Design rfphoenix_alu_sched, sky130hd; sources not shown.
Fig. 1: gate families picked out
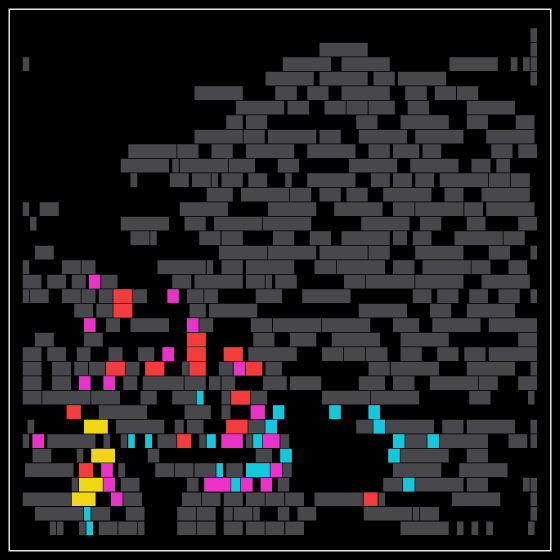
magenta -> and/or cells  # cells 19
cyan -> nor cells  # cells 20
red -> non-inverting ao/oa cells  # cells 15
yellow -> fa/ha/maj cells  # cells 4, where lower left
final cell count without fillers: 495
Comb/total area: 0.363
most instantiated logic cell after routing: dfrtp_1

Fig. 2: met2 routing
Scale bar: 20 um.
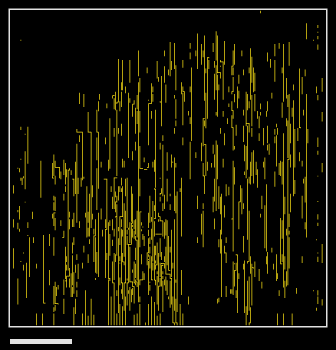
longest straight run = 70.4 um
main direction = vertical
nets with wire on the layer = 373
wire length on this layer = 3670 um
Routed WL: 8250 um
via count: 2630
met2 Usage GRT: 0.261

==> Changelog: implementation <==
### Changed

* Simple-Gate Area Share at 0.0750
* Flop area at 2180 um2
* Flop Count at 87
* Flop share of the area at 0.447
* Routability cong. at about 0.9
* Avg Vias per Cell at 5.31
* Register share after synthesis at 0.511
* Tcrit/Tclk final at 0.888
* Antenna Cells at 0
* Status: finished clean
* Yosys reg bits at 87
* Total internal power at 0.00139 W
* Flop-to-flop setup slack at between 1500 and 2000 ps
* Yosys Instances at about 340
* CLK BUF at 9
* Top Ports at around 85
* Commonest cells post-synth: dfrtp_1 (87), mux2_2 (57), buf_4 (40)
* Total die area at roughly 10000 um2
* Max reg flops at 48
* Maxcap violations at 0
* Comb pwr share at 0.216
* Post-CTS sizing at 0
* Buffers on Ports at roughly 52
==> cells by family after synthesis <==
| kind of cell | after synthesis |
|---|---|
| DFF | 87 |
| muxes | 78 |
| buffers and inverters | 70 |
| and+or+nand+nor | 51 |
| AOI/OAI and AO/OA | 48 |
| adders and majority gates | 4 |
| other | 1 |
==> layer usage <==
layer,GRT usage,vias up,share of wire
met5,0,-,0
met4,0.0551,0,0.015
met3,0.0435,10,0.048
met2,0.261,95,0.44
met1,0.253,1306,0.49
li1,-,1219,-
==> power groups by stage <==
stage	clock network [W]	registers, W	logic [W]
global placement	0	0.00104	0.000413
floorplan	0	0.00100	0.000340
detailed placement	0	0.00105	0.000423
global route	0.000535	0.00106	0.000465
CTS	0.000501	0.00104	0.000425
finish	0.000490	0.00104	0.000419
Power figures rest on the tool's default switching activity, not on a simulated workload.
